### Metal 1

Bar = 20 um.
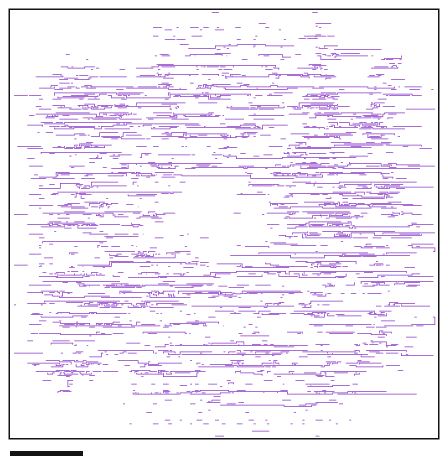
### Met2 routing

Bar = 20 um. Cells faint in the background.
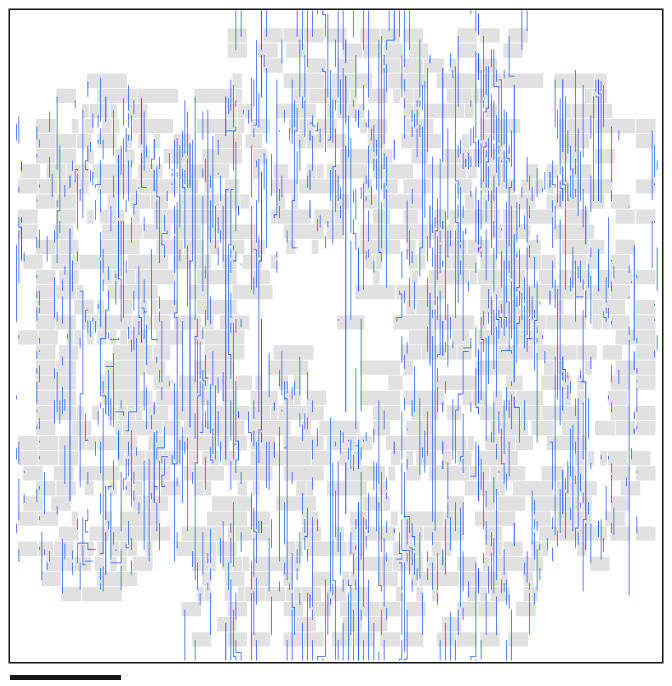
### The metal 3 layer

Bar = 20 um. Cells faint in the background.
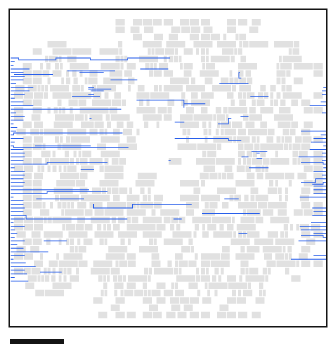
### Cell density map

12 x 12 tiles, from white (low) to dark blue (high), 0 to 100% covered.
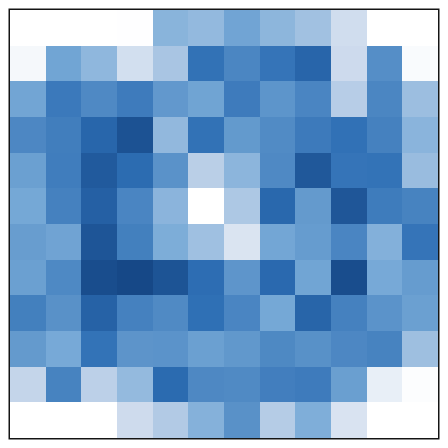
### Routing congestion

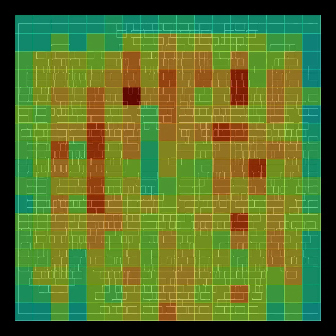
$ cat src/rtl/debug_dump_pkg.sv
`default_nettype none
// ============================================================================
// Module  : debug_dump_pkg
// Brief   : Shared encodings for the debug dump sequencer (modes, FSM states,
//           word sources) and byte-count helpers.
// Rev     : 1.0 - initial release
// ============================================================================
package debug_dump_pkg;

    localparam logic [1:0] DUMP_FULL  = 2'b00;
    localparam logic [1:0] DUMP_REGS  = 2'b01;
    localparam logic [1:0] DUMP_MEM   = 2'b10;
    localparam logic [1:0] DUMP_PCCYC = 2'b11;

    localparam logic [2:0] ST_IDLE    = 3'd0;
    localparam logic [2:0] ST_SELECT  = 3'd1;
    localparam logic [2:0] ST_READ    = 3'd2;
    localparam logic [2:0] ST_CAPTURE = 3'd3;
    localparam logic [2:0] ST_SEND    = 3'd4;
    localparam logic [2:0] ST_WAIT_TX = 3'd5;
    localparam logic [2:0] ST_CHKSUM  = 3'd6;
    localparam logic [2:0] ST_FINISH  = 3'd7;

    localparam logic [1:0] SRC_PC  = 2'd0;
    localparam logic [1:0] SRC_CYC = 2'd1;
    localparam logic [1:0] SRC_REG = 2'd2;
    localparam logic [1:0] SRC_MEM = 2'd3;

    function automatic int calc_bytes(input int nb_data, input int n_bits);
        return nb_data / n_bits;
    endfunction

    function automatic int cnt_width(input int n);
        return (n > 1) ? $clog2(n) : 1;
    endfunction

endpackage
`default_nettype wire

$ cat src/rtl/word_serializer.sv
`default_nettype none
// ============================================================================
// Module  : word_serializer
// Brief   : Loads one NB_DATA word and presents it LSB byte first, advancing
//           one byte per i_shift.
// Rev     : 1.0 - initial release
// ============================================================================
module word_serializer
    import debug_dump_pkg::*;
#(
    parameter int NB_DATA = 32,
    parameter int N_BITS  = 8
) (
    input  logic               i_clock,
    input  logic               i_reset,
    input  logic               i_load,
    input  logic [NB_DATA-1:0] i_word,
    input  logic               i_shift,
    output logic [N_BITS-1:0]  o_byte,
    output logic               o_last
);

    localparam int BYTES = calc_bytes(NB_DATA, N_BITS);
    localparam int CW    = cnt_width(BYTES);

    logic [NB_DATA-1:0] r_shift;
    logic [CW-1:0]      r_cnt;

    always_ff @(posedge i_clock) begin
        if (i_reset) begin
            r_shift <= '0;
            r_cnt   <= '0;
        end else if (i_load) begin
            r_shift <= i_word;
            r_cnt   <= '0;
        end else if (i_shift) begin
            r_shift <= r_shift >> N_BITS;
            if (!o_last)
                r_cnt <= r_cnt + 1'b1;
        end
    end

    assign o_byte = r_shift[N_BITS-1:0];
    assign o_last = (r_cnt == CW'(BYTES - 1));

endmodule
`default_nettype wire

$ cat src/rtl/debug_dump_seq.sv
`default_nettype none
// ============================================================================
// Module  : debug_dump_seq
// Brief   : Debug dump sequencer: serialises PC, cycles, registers and memory
//           words to the UART TX. Optional trailing XOR byte: DUMP_CHECKSUM_EN.
// Rev     : 1.0 - initial release
// ============================================================================
module debug_dump_seq
    import debug_dump_pkg::*;
#(
    parameter int NB_DATA     = 32,
    parameter int N_BITS      = 8,
    parameter int N_REGS      = 32,
    parameter int NB_REG      = 5,
    parameter int N_MEM_WORDS = 32,
    parameter int NB_MEM_ADDR = 5
) (
    input  logic                   i_clock,
    input  logic                   i_reset,
    input  logic                   i_start,
    input  logic [1:0]             i_mode,
    input  logic [NB_DATA-1:0]     i_pc,
    input  logic [NB_DATA-1:0]     i_cycles,
    input  logic [NB_DATA-1:0]     i_reg_data,
    input  logic [NB_DATA-1:0]     i_mem_data,
    input  logic                   i_tx_done,
    output logic [NB_REG-1:0]      o_reg_addr,
    output logic                   o_reg_rd,
    output logic [NB_MEM_ADDR-1:0] o_mem_addr,
    output logic                   o_mem_rd,
    output logic [N_BITS-1:0]      o_tx_data,
    output logic                   o_tx_start,
    output logic                   o_busy,
    output logic                   o_done
);

    localparam logic [NB_REG-1:0]      c_REG_LAST = NB_REG'(N_REGS - 1);
    localparam logic [NB_MEM_ADDR-1:0] c_MEM_LAST = NB_MEM_ADDR'(N_MEM_WORDS - 1);
`ifdef DUMP_CHECKSUM_EN
    localparam logic [2:0] c_ST_AFTER_DATA = ST_CHKSUM;
`else
    localparam logic [2:0] c_ST_AFTER_DATA = ST_FINISH;
`endif

    logic [2:0]             r_state;
    logic [2:0]             w_next;
    logic [1:0]             r_mode;
    logic [1:0]             r_src;
    logic [NB_DATA-1:0]     r_pc;
    logic [NB_DATA-1:0]     r_cycles;
    logic [NB_REG-1:0]      r_reg_addr;
    logic [NB_MEM_ADDR-1:0] r_mem_addr;
    logic                   w_start_ok;
    logic                   w_tx_ack;
    logic                   w_more;
    logic                   w_ser_load;
    logic                   w_ser_last;
    logic [NB_DATA-1:0]     w_ser_word;
    logic [N_BITS-1:0]      w_ser_byte;
`ifdef DUMP_CHECKSUM_EN
    logic [N_BITS-1:0]      r_csum;
    logic                   r_csum_phase;
`endif

    assign w_start_ok = (r_state == ST_IDLE) && i_start;
    assign w_tx_ack   = (r_state == ST_WAIT_TX) && i_tx_done;

    // Whether another word follows the current source/index in this mode.
    always_comb begin
        w_more = 1'b0;
        case (r_src)
            SRC_PC:  w_more = 1'b1;
            SRC_CYC: w_more = (r_mode == DUMP_FULL);
            SRC_REG: w_more = (r_reg_addr != c_REG_LAST) || (r_mode == DUMP_FULL);
            default: w_more = (r_mem_addr != c_MEM_LAST);
        endcase
    end

    always_ff @(posedge i_clock) begin
        if (i_reset)
            r_state <= ST_IDLE;
        else
            r_state <= w_next;
    end

    always_comb begin
        w_next = r_state;
        case (r_state)
            ST_IDLE:    if (i_start) w_next = ST_SELECT;
            ST_SELECT:  w_next = ((r_src == SRC_PC) || (r_src == SRC_CYC)) ? ST_SEND : ST_READ;
            ST_READ:    w_next = ST_CAPTURE;
            ST_CAPTURE: w_next = ST_SEND;
            ST_SEND:    w_next = ST_WAIT_TX;
            ST_WAIT_TX: begin
                if (i_tx_done) begin
                    if (!w_ser_last)
                        w_next = ST_SEND;
                    else if (w_more)
                        w_next = ST_SELECT;
                    else
                        w_next = c_ST_AFTER_DATA;
`ifdef DUMP_CHECKSUM_EN
                    if (r_csum_phase)
                        w_next = ST_FINISH;
`endif
                end
            end
`ifdef DUMP_CHECKSUM_EN
            ST_CHKSUM:  w_next = ST_SEND;
`endif
            ST_FINISH:  w_next = ST_IDLE;
            default:    w_next = ST_IDLE;
        endcase
    end

    always_comb begin
        o_reg_addr = r_reg_addr;
        o_mem_addr = r_mem_addr;
        o_reg_rd   = (r_state == ST_READ) && (r_src == SRC_REG);
        o_mem_rd   = (r_state == ST_READ) && (r_src == SRC_MEM);
        o_tx_start = (r_state == ST_SEND);
        o_tx_data  = w_ser_byte;
        o_busy     = (r_state != ST_IDLE) && (r_state != ST_FINISH);
        o_done     = (r_state == ST_FINISH);
    end

    always_ff @(posedge i_clock) begin
        if (i_reset) begin
            r_mode       <= DUMP_FULL;
            r_src        <= SRC_PC;
            r_pc         <= '0;
            r_cycles     <= '0;
            r_reg_addr   <= '0;
            r_mem_addr   <= '0;
`ifdef DUMP_CHECKSUM_EN
            r_csum       <= '0;
            r_csum_phase <= 1'b0;
`endif
        end else begin
            if (w_start_ok) begin
                r_mode     <= i_mode;
                r_pc       <= i_pc;
                r_cycles   <= i_cycles;
                r_reg_addr <= '0;
                r_mem_addr <= '0;
                case (i_mode)
                    DUMP_REGS: r_src <= SRC_REG;
                    DUMP_MEM:  r_src <= SRC_MEM;
                    default:   r_src <= SRC_PC;
                endcase
`ifdef DUMP_CHECKSUM_EN
                r_csum       <= '0;
                r_csum_phase <= 1'b0;
`endif
            end
            // Advance to the next word once the last byte of this one is acknowledged.
            if (w_tx_ack && w_ser_last && w_more) begin
                case (r_src)
                    SRC_PC:  r_src <= SRC_CYC;
                    SRC_CYC: r_src <= SRC_REG;
                    SRC_REG: begin
                        if (r_reg_addr != c_REG_LAST)
                            r_reg_addr <= r_reg_addr + 1'b1;
                        else
                            r_src <= SRC_MEM;
                    end
                    default: r_mem_addr <= r_mem_addr + 1'b1;
                endcase
            end
`ifdef DUMP_CHECKSUM_EN
            if (w_tx_ack && !r_csum_phase)
                r_csum <= r_csum ^ w_ser_byte;
            if (r_state == ST_CHKSUM)
                r_csum_phase <= 1'b1;
`endif
        end
    end

    always_comb begin
        w_ser_load = ((r_state == ST_SELECT) && ((r_src == SRC_PC) || (r_src == SRC_CYC)))
                   || (r_state == ST_CAPTURE);
`ifdef DUMP_CHECKSUM_EN
        if (r_state == ST_CHKSUM)
            w_ser_load = 1'b1;
`endif
        w_ser_word = r_pc;
        case (r_state)
            ST_CAPTURE: w_ser_word = (r_src == SRC_REG) ? i_reg_data : i_mem_data;
`ifdef DUMP_CHECKSUM_EN
            ST_CHKSUM:  w_ser_word = NB_DATA'(r_csum);
`endif
            default:    w_ser_word = (r_src == SRC_CYC) ? r_cycles : r_pc;
        endcase
    end

    word_serializer #(
        .NB_DATA (NB_DATA),
        .N_BITS  (N_BITS)
    ) u_ser (
        .i_clock (i_clock),
        .i_reset (i_reset),
        .i_load  (w_ser_load),
        .i_word  (w_ser_word),
        .i_shift (w_tx_ack),
        .o_byte  (w_ser_byte),
        .o_last  (w_ser_last)
    );

endmodule
`default_nettype wire
$ cat config.mk
export PLATFORM = sky130hd
export DESIGN_NAME = debug_dump_seq
export DESIGN_NICKNAME = d
export VERILOG_FILES = /design/src/rtl/debug_dump_pkg.sv /design/src/rtl/word_serializer.sv /design/src/rtl/debug_dump_seq.sv
export SDC_FILE = /design/constraint.sdc
export NUM_CORES = 1
export LEC_CHECK = 0
export ABC_CLOCK_PERIOD_IN_PS = 4600
export CAP_MARGIN = 20
export CORE_UTILIZATION = 41
export CTS_BUF_LIST = sky130_fd_sc_hd__clkbuf_8
export CTS_CLUSTER_DIAMETER = 200
export CTS_CLUSTER_SIZE = 24
export DETAILED_ROUTE_END_ITERATION = 7
export PLACE_DENSITY = 0.7
export REMOVE_ABC_BUFFERS = 1
export SLEW_MARGIN = 25
export SYNTH_ARGS = -nofsm -noshare
export SYNTH_HDL_FRONTEND = slang
export SYNTH_SLANG_ARGS = --single-unit
$ cat constraint.sdc
create_clock -name i_clock -period 4.6 [get_ports i_clock]
set_input_delay 1.38 -clock i_clock [delete_from_list [all_inputs] [get_ports i_clock]]
set_output_delay 1.38 -clock i_clock [all_outputs]
set_load 0.02 [all_outputs]
==> Slide: Implementation Results <==
Flow Results at a Glance

Hold path
  • Worst hold stages: 2
  • Hold endpoint: r_pc[6]
  • Min-delay src: r_pc[6]
  • Worst hold path class: register to register

Clock tree
  • Cts hold-fix bufs: 0
  • Clock Tree Buf Depth: 2
  • H-tree lvl count: 4
  • Post-CTS Setup Inserts: 0
  • CTS Buf Count: 17
  • Clock Sink Count: 115
  • Post-CTS sizing: 0
  • Clock Tree Root: clkbuf_8
  • Clk_lat worst skew: between 0.4 and 0.5 ns
  • Worst-path clk slew: 0.07 ns
  • CTS tree: yes

Logic synthesis
  • Main flop type: dfxtp_1
  • Cell Type Count: between 40 and 50
  • Dominant kind of combinational cell: AND-OR/OR-AND gates
  • Ys cells: 644
  • Top cell type's share of synthesized area: 42.11%
  • EDFF count, synth: 0
  • Avg Inst Size Synth: 8.488 um2
  • Synth Instances: roughly 640
  • Yosys Chip Area: 5466 um2
  • Adders+Majority by Area: 1.373%
  • Synth Seq Share: a little over two fifths
  • Yosys reg bits: 115
  • Area leader, netlist: dfxtp_1
  • Aoi share: around 20%
  • Top cells by area: dfxtp_1 (42%), mux2i_1 (12%), nand2_1 (10%)
  • Xor/xnor share: less than 1%
  • Yosys Warn Count: 0
  • Synthesized area: about 5500 um2
  • Mux area share: a little over an eighth
  • Post-synth top cells: nand2_1 (151), dfxtp_1 (115), a21oi_1 (104), mux2i_1 (68), o22a_1 (30)
  • Top-count cell post-synth: nand2_1
  • Synth async-reset ratio: 0%
  • Simple-Gate Area Share: roughly 17%

Timing
  • RSZ-0062 raised after global routing: false
  • Final setup fails: 0
  • Fin crit period: approximately 3.4 ns
  • Max Slew Vio Count: 0
  • Worst slew pin tran: approximately 1.0 ns
  • Final hold slack: around 0.45 ns
  • Fmax: 0.2975 GHz
  • Final period utilization: 73.07%
  • Setup Skew: 0.01097 ns
  • Rel. slew slack: 32.60%
  • Setup TNS: 0 ns
  • Final Hold Fails: 0

Global routing
  • Largest net degree at the start of global routing: a little under 100
  • First-pass GRT wire length: roughly 22000 um
  • GRT overflow: 0
  • Number of global-route vias before repair: 4776
  • Antenna violations before repair: 0

Placed design
  • Port bufs: approximately 160
  • Gpl congestion: roughly 0.8
  • Dpl hpwl: around 9300 um

Layout
  • ANT cells: 0
  • Area Overhead vs Synth: 35.59%
  • Commonest Layout Cell: clkdlybuf4s50_1
  • Share of cells above drive strength 1: about 6.3%
  • Most frequent cells in the layout: clkdlybuf4s50_1 (155), nand2_1 (151), dfxtp_1 (115)
  • Final #Nets: ~900

Setup path
  • FF-to-FF path depth: 4
  • R2r endpoint: o_reg_addr[3]
  • CP arrival: 1.98 ns
  • Max FO, Critical Path: 14
  • Reg2reg setup slack: between 2 and 2.5 ns
  • Crit. End Element: output port
  • CP required: about 3.2 ns
  • Crit path from: r_state[0]
  • Worst setup path class: register to output port
  • RR Startpoint: r_state[0]
  • Worst setup SP type: register

Route
  • DR vias/cell: 5.275
  • Residual DRC: 0
  • DR WL met2: about 6700 um
  • Drt pass-1 iters: 7
  • Initial DRC Count: approximately 280
  • WL met1: roughly 6000 um
  • Met3 WL post-DR: 1053 um
  • ANT nets after route: 0
  • DR top layer: met4

Flow run
  • Tool warning count: 25
  • Max_cap viols: 0

Floorplan
  • Die height: approximately 120 um
  • IO Count: about 160
  • Rows: 41
  • Die width: 117.5 um
  • Chip area: between 10000 and 15000 um2

Power
  • Pleak: ~2.8 nW
  • PnR Total Power: between 0.002 and 0.003 W
  • Pwr dens: 350.4 nW/um2
  • Peak supply drop: approximately 0.16 mV

Outcome
  • Status: complete, no violations
## Picture notes: 'Metal 1'
- wire length on this layer: 5950 um
- nets with wire on the layer: 781
- share of all routed wire: 43%
via count: 4995
GR met1 Demand/Resource: 24.21%
Total Wirelength: 13750 um

## Picture notes: 'Met2 routing'
- wire length on this layer: 6690 um
- share of all routed wire: 49%
GRT met2 Usage: 33.88%

## Picture notes: 'The metal 3 layer'
- wire length on this layer: 1050 um
- nets with wire on the layer: 118
M3 GR Usage: 6.783%

## Picture notes: 'Cell density map'
- tiles over 75% full: 13%
- fullest tile: 90%
- mean over tiles: 52%
- nearly empty tiles: 9.0%
Starting Density: 42.62%
Core Area: 12820 um2
Layout Utilization: 57.80%

## Picture notes: 'Routing congestion'
layer with the highest usage: met2
average wire per standard cell: 14.52 um
Global Route Usage Sum: 20.07%

-- metrics by stage --
step	cell area (um2)	instances	setup WS, ns
finish	7412	947	1.239
global route	7412	947	1.109
CTS	7411	947	1.193
detailed placement	6977	915	1.145
global placement	6970	915	1.192
floorplan	5149	581	0.8857
-- kinds of logic after synthesis --
group,Yosys count
xor+xnor,1
flops,115
compound gates,173
fa+ha+maj,6
mux,71
buf+inv,66
simple gates,212
-- final cells by class --
cell class	count	area, um2
clock buffer	19	261.5
multi-input combinational	463	2845
inverter	3	11.26
timing repair buffer	162	1604
clock inverter	13	172.7
fill	1173	5413
sequential	115	2302
tap	172	215.2
-- per-layer routing --
layer  global-route usage (%)  vias up
met1                    24.21     2313
met2                    33.88      169
met4                    5.609        0
met3                    6.783        6
met5                        0        -
li1                         -     2507
-- power by group --
group          leakage (nW)  total (W)  switching (W)  internal (W)
Combinational          1.64   0.000479       0.000244      0.000236
Clock                 0.206    0.00101       0.000433      0.000573
Sequential            0.938    0.00111      0.0000466       0.00107
-- how the worst max path moves through the flow --
stage	endpoint	depth (start not counted)
final	o_mem_rd	3
after CTS	o_mem_rd	3
after global routing	o_mem_rd	3
after detailed placement	o_reg_addr[3]	5
after global placement	o_reg_addr[3]	5
after floorplan	r_src[0]	4
-- registers in the layout, indices dropped and copies added, names as in the netlist --
register	flops
r_cycles	32
r_pc	32
u_ser.r_shift	32
o_mem_addr	5
o_reg_addr	5
r_state	3
r_mode	2
r_src	2
u_ser.r_cnt	2
-- worst max-delay path, cell delays in order, from the launching register on --
cell and delay, ns:
dfxtp_1 0.46, nor2_1 0.27, and4_1 0.23, clkdlybuf4s50_1 0.61
No activity file was given, so power comes from the tool's default toggle rates.
